Ports around the boundary:
Drawn at 6 px/um. Pins as bars across the die edge, other pins in gray.
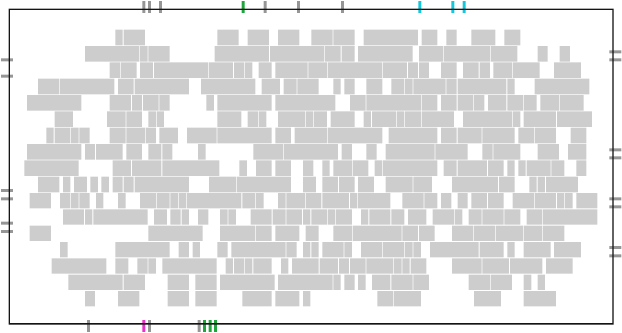
Placed standard cells:
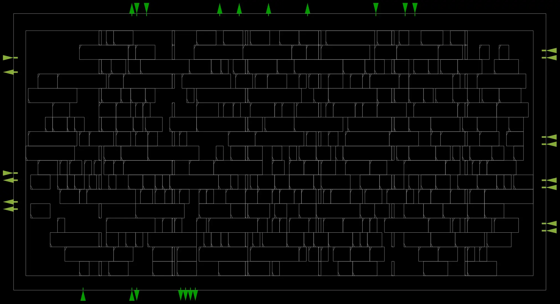
Cell sizes after repair:
Drawn at 6 px/um.
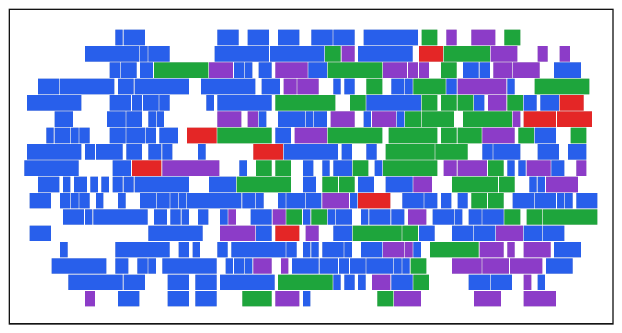
Nets reached from selected ports:
Drawn at 4 px/um.
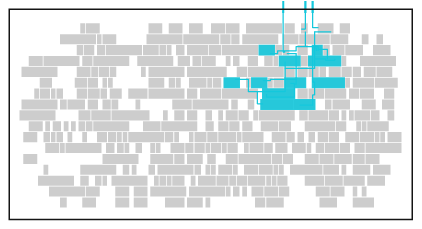
<file path="src/rtl/logic_unit_pkg.sv">
// Shared opcodes, FSM state and fold classification
// for the registered bitwise gate stage.
package logic_unit_pkg;

  localparam logic [2:0] OP_AND  = 3'd0;
  localparam logic [2:0] OP_OR   = 3'd1;
  localparam logic [2:0] OP_XOR  = 3'd2;
  localparam logic [2:0] OP_NAND = 3'd3;
  localparam logic [2:0] OP_NOR  = 3'd4;
  localparam logic [2:0] OP_XNOR = 3'd5;
  localparam logic [2:0] OP_NOT  = 3'd6;
  localparam logic [2:0] OP_PASS = 3'd7;

  typedef enum logic {
    IDLE,
    ACC
  } state_t;

  typedef enum logic [1:0] {
    F_AND,
    F_OR,
    F_XOR,
    F_LAST
  } fold_t;

  function automatic fold_t fold_class(
    input logic [2:0] op
  );
    fold_t f;
    unique case (op)
      OP_AND,  OP_NAND: f = F_AND;
      OP_OR,   OP_NOR:  f = F_OR;
      OP_XOR,  OP_XNOR: f = F_XOR;
      default:          f = F_LAST;
    endcase
    return f;
  endfunction

endpackage

</file>
<file path="src/rtl/logic_unit_pipe_gate_array.sv">
// Combinational WIDTH-bit bitwise gate selected by op.
// Used for beat results and for folding into the accumulator.
module gate_array
  import logic_unit_pkg::*;
#(
  parameter int WIDTH = 4
) (
  input  logic [WIDTH-1:0] a,
  input  logic [WIDTH-1:0] b,
  input  logic [2:0]       op,
  output logic [WIDTH-1:0] y
);

  always_comb begin
    y = '0;
    unique case (op)
      OP_AND:  y = a & b;
      OP_OR:   y = a | b;
      OP_XOR:  y = a ^ b;
      OP_NAND: y = ~(a & b);
      OP_NOR:  y = ~(a | b);
      OP_XNOR: y = ~(a ^ b);
      OP_NOT:  y = ~a;
      default: y = a;
    endcase
  end

endmodule

</file>
<file path="src/rtl/logic_unit_pipe.sv">
// Registered gate stage with valid/ready output and
// optional multi-beat accumulate frames.
module logic_unit_pipe
  import logic_unit_pkg::*;
#(
  parameter int WIDTH     = 4,
  parameter int MAX_BEATS = 8,
  parameter int CNT_W     = $clog2(MAX_BEATS + 1)
) (
  input  logic             clk,
  input  logic             rst_n,
  input  logic             in_valid,
  output logic             in_ready,
  input  logic [WIDTH-1:0] a,
  input  logic [WIDTH-1:0] b,
  input  logic [2:0]       op,
  input  logic             acc_en,
  input  logic             in_last,
  output logic             out_valid,
  input  logic             out_ready,
  output logic [WIDTH-1:0] out_y,
  output logic [2:0]       out_red,
  output logic [CNT_W-1:0] out_count,
  output logic             out_ovf
);

  state_t           state;
  logic [WIDTH-1:0] acc;
  logic [CNT_W-1:0] cnt;
  logic [2:0]       frame_op;

  logic             xfer;
  logic [2:0]       cur_op;
  logic [2:0]       fold_op;
  logic [WIDTH-1:0] r;
  logic [WIDTH-1:0] folded;
  logic [CNT_W-1:0] cnt_nxt;

  function automatic logic [2:0] red3(
    input logic [WIDTH-1:0] v
  );
    return {&v, |v, ^v};
  endfunction

  assign in_ready = !out_valid | out_ready;
  assign xfer     = in_valid & in_ready;
  assign cur_op   = (state == ACC) ? frame_op : op;
  assign cnt_nxt  = cnt + CNT_W'(1);

  // Fold reuses the gate: AND/OR/XOR of r with acc, or pass r
  always_comb begin
    fold_op = OP_PASS;
    unique case (fold_class(frame_op))
      F_AND:   fold_op = OP_AND;
      F_OR:    fold_op = OP_OR;
      F_XOR:   fold_op = OP_XOR;
      default: fold_op = OP_PASS;
    endcase
  end

  gate_array #(.WIDTH(WIDTH)) u_beat (
    .a  (a),
    .b  (b),
    .op (cur_op),
    .y  (r)
  );

  gate_array #(.WIDTH(WIDTH)) u_fold (
    .a  (r),
    .b  (acc),
    .op (fold_op),
    .y  (folded)
  );

  always_ff @(posedge clk or negedge rst_n) begin
    if (!rst_n) begin
      state     <= IDLE;
      acc       <= '0;
      cnt       <= '0;
      frame_op  <= OP_AND;
      out_valid <= 1'b0;
      out_y     <= '0;
      out_red   <= 3'b000;
      out_count <= '0;
      out_ovf   <= 1'b0;
    end else begin
      if (out_valid && out_ready)
        out_valid <= 1'b0;
      if (xfer) begin
        unique case (state)
          IDLE: begin
            if (!acc_en || in_last) begin
              out_valid <= 1'b1;
              out_y     <= r;
              out_red   <= red3(r);
              out_count <= CNT_W'(1);
              out_ovf   <= 1'b0;
            end else begin
              acc      <= r;
              cnt      <= CNT_W'(1);
              frame_op <= op;
              state    <= ACC;
            end
          end
          default: begin
            acc <= folded;
            cnt <= cnt_nxt;
            if (in_last || cnt_nxt == CNT_W'(MAX_BEATS)) begin
              out_valid <= 1'b1;
              out_y     <= folded;
              out_red   <= red3(folded);
              out_count <= cnt_nxt;
              out_ovf   <= !in_last;
              state     <= IDLE;
            end
          end
        endcase
      end
    end
  end

endmodule

</file>
<file path="config.mk">
export PLATFORM = sky130hd
export DESIGN_NAME = logic_unit_pipe
export DESIGN_NICKNAME = d
export VERILOG_FILES = /design/src/rtl/logic_unit_pkg.sv /design/src/rtl/logic_unit_pipe_gate_array.sv /design/src/rtl/logic_unit_pipe.sv
export SDC_FILE = /design/constraint.sdc
export NUM_CORES = 1
export LEC_CHECK = 0
export CORE_ASPECT_RATIO = 0.5
export CORE_MARGIN = 2
export CORE_UTILIZATION = 50
export DETAILED_ROUTE_END_ITERATION = 10
export GPL_TIMING_DRIVEN = 0
export PLACE_DENSITY = 0.73
export SLEW_MARGIN = 30
export SYNTH_ARGS = -nofsm -noshare
export SYNTH_HDL_FRONTEND = slang
export SYNTH_SLANG_ARGS = --single-unit
</file>
<file path="constraint.sdc">
create_clock -name clk -period 3.4 [get_ports clk]
set_input_delay 0.68 -clock clk [delete_from_list [all_inputs] [get_ports clk]]
set_output_delay 0.68 -clock clk [all_outputs]
set_load 0.02 [all_outputs]
</file>
==> run summary <==
fresh numbers from the pnr run: CP Max Fanout 3, DR top layer met4, clock buffers 3, DRT iter0 DRCs 112, M2 GR Usage 44.6%, final worst slack -0.423 ns, CTS tree yes, vias in the first global route 2139, highest-count logic cell in the final layout buf_4, MUX area fraction 15.5%, Placed Instances 344, clock network power 175 uW, R2R depth 17, non-filler instance count after layout 380, Comb/total area 55.4%, Top logic family AND-OR/OR-AND gates, register area share after synthesis 26.9%, Overflow after GRT 0, Inverters, non-clock 27, fin. max-slew vios 0, Max Buffers Root-to-Sink 2, Top delay family on crit path AND-OR/OR-AND gates, largest net degree at the start of global routing 26, via/cell ratio 5.78, ratio of cells with drive above 1 in the final layout 36.2%, P per Cell Area 1080 mW/mm2, critical path depth 19, Crit path arrival time 4.01 ns, final setup vio count 2, metal1 wirelength 2.77 mm, most used routing layer met2, Post-synth ARST share 100%, fmax 262 MHz, Comb power 2790 uW, Data buffer area share 18.1%, ys cells 257, XOR Share, Synth 1.51%, CP peak stage delay 0.48 ns, sequential share of power 15.7%, Synth Area in Compound Gates 20.7%, Util after Layout 73.8%, top cells by area dfrtp_1, ha_1, mux2i_1, yosys stat area 0.00232 mm2, # Max-Cap Violations 0, Final Skew 0.00227 ns, WP buf/inv 3, RSZ-0062 raised after global routing yes, Fin Setup TNS -0.584 ns, failing checks setup timing, First-pass DRT Iterations 4, startpoint types input port, largest class multi-input combinational cells, largest power group combinational logic, max_slew headroom 62.3%, Pleak 0.00142 uW, fin nets 363, Placeable Area 0.00442 mm2, AND/OR/NAND/NOR Cells, Area Fraction 16.3%, ANT nets after route 0, Comb pwr share 79.3%, status finished, violations left, Cell Type Count 59, Registers, synthesis 25, met3 wire length 326 um, tool warning count 39, Post-synth top cells dfrtp_1, inv_1, nand2_1, hold crit path type in2async, Cell Chain, Critical Path clkdlybuf4s50_1 -> inv_1 -> ha_4 -> mux2i_1 -> mux2i_1 -> mux2i_4 -> inv_1 -> ha_2 -> nor2_2 -> a211oi_2 -> a21oi_1 -> o22a_1 -> o21a_1 -> ha_4 -> xnor2_2 -> nor2_2 -> nor2_2 -> o2bb2ai_2 -> nor3_2
About 'ports around the boundary':
legend:
  magenta:
    port: out_ready
    pins: 1
    direction: input
    edge: bottom
  green:
    port: out_y
    pins: 4
    direction: output
    edge: 3 bottom, 1 top
  cyan:
    port: op
    pins: 3
    direction: input
    edge: top
all pins by edge: 10 top, 8 right, 7 bottom, 6 left
die width: 100 um
Die Span Y: 52.2 um

About 'placed standard cells':
num sequential: 25
row count: 17
fraction of area in registers: 19.2%

About 'cell sizes after repair':
legend:
  red:
    size: drive 6 and up
    cells: 9
  green:
    size: drive 3 to 4
    cells: 53
  purple:
    size: drive 2
    cells: 55
  blue:
    size: drive 1 or less
    cells: 206
Layout area overhead: 40.6%
post-route cell area: 0.00327 mm2
count of non-CTS buffers in the layout: 73

About 'nets reached from selected ports':
legend:
  cyan:
    port: op
    bits: 3
    direction: input
    edge: top
    end_cells: 11
    buffers: 3
    wire: 150 um
# IOs: 31
I/O Buffers: 30

Power figures rest on the tool's default switching activity, not on a simulated workload.
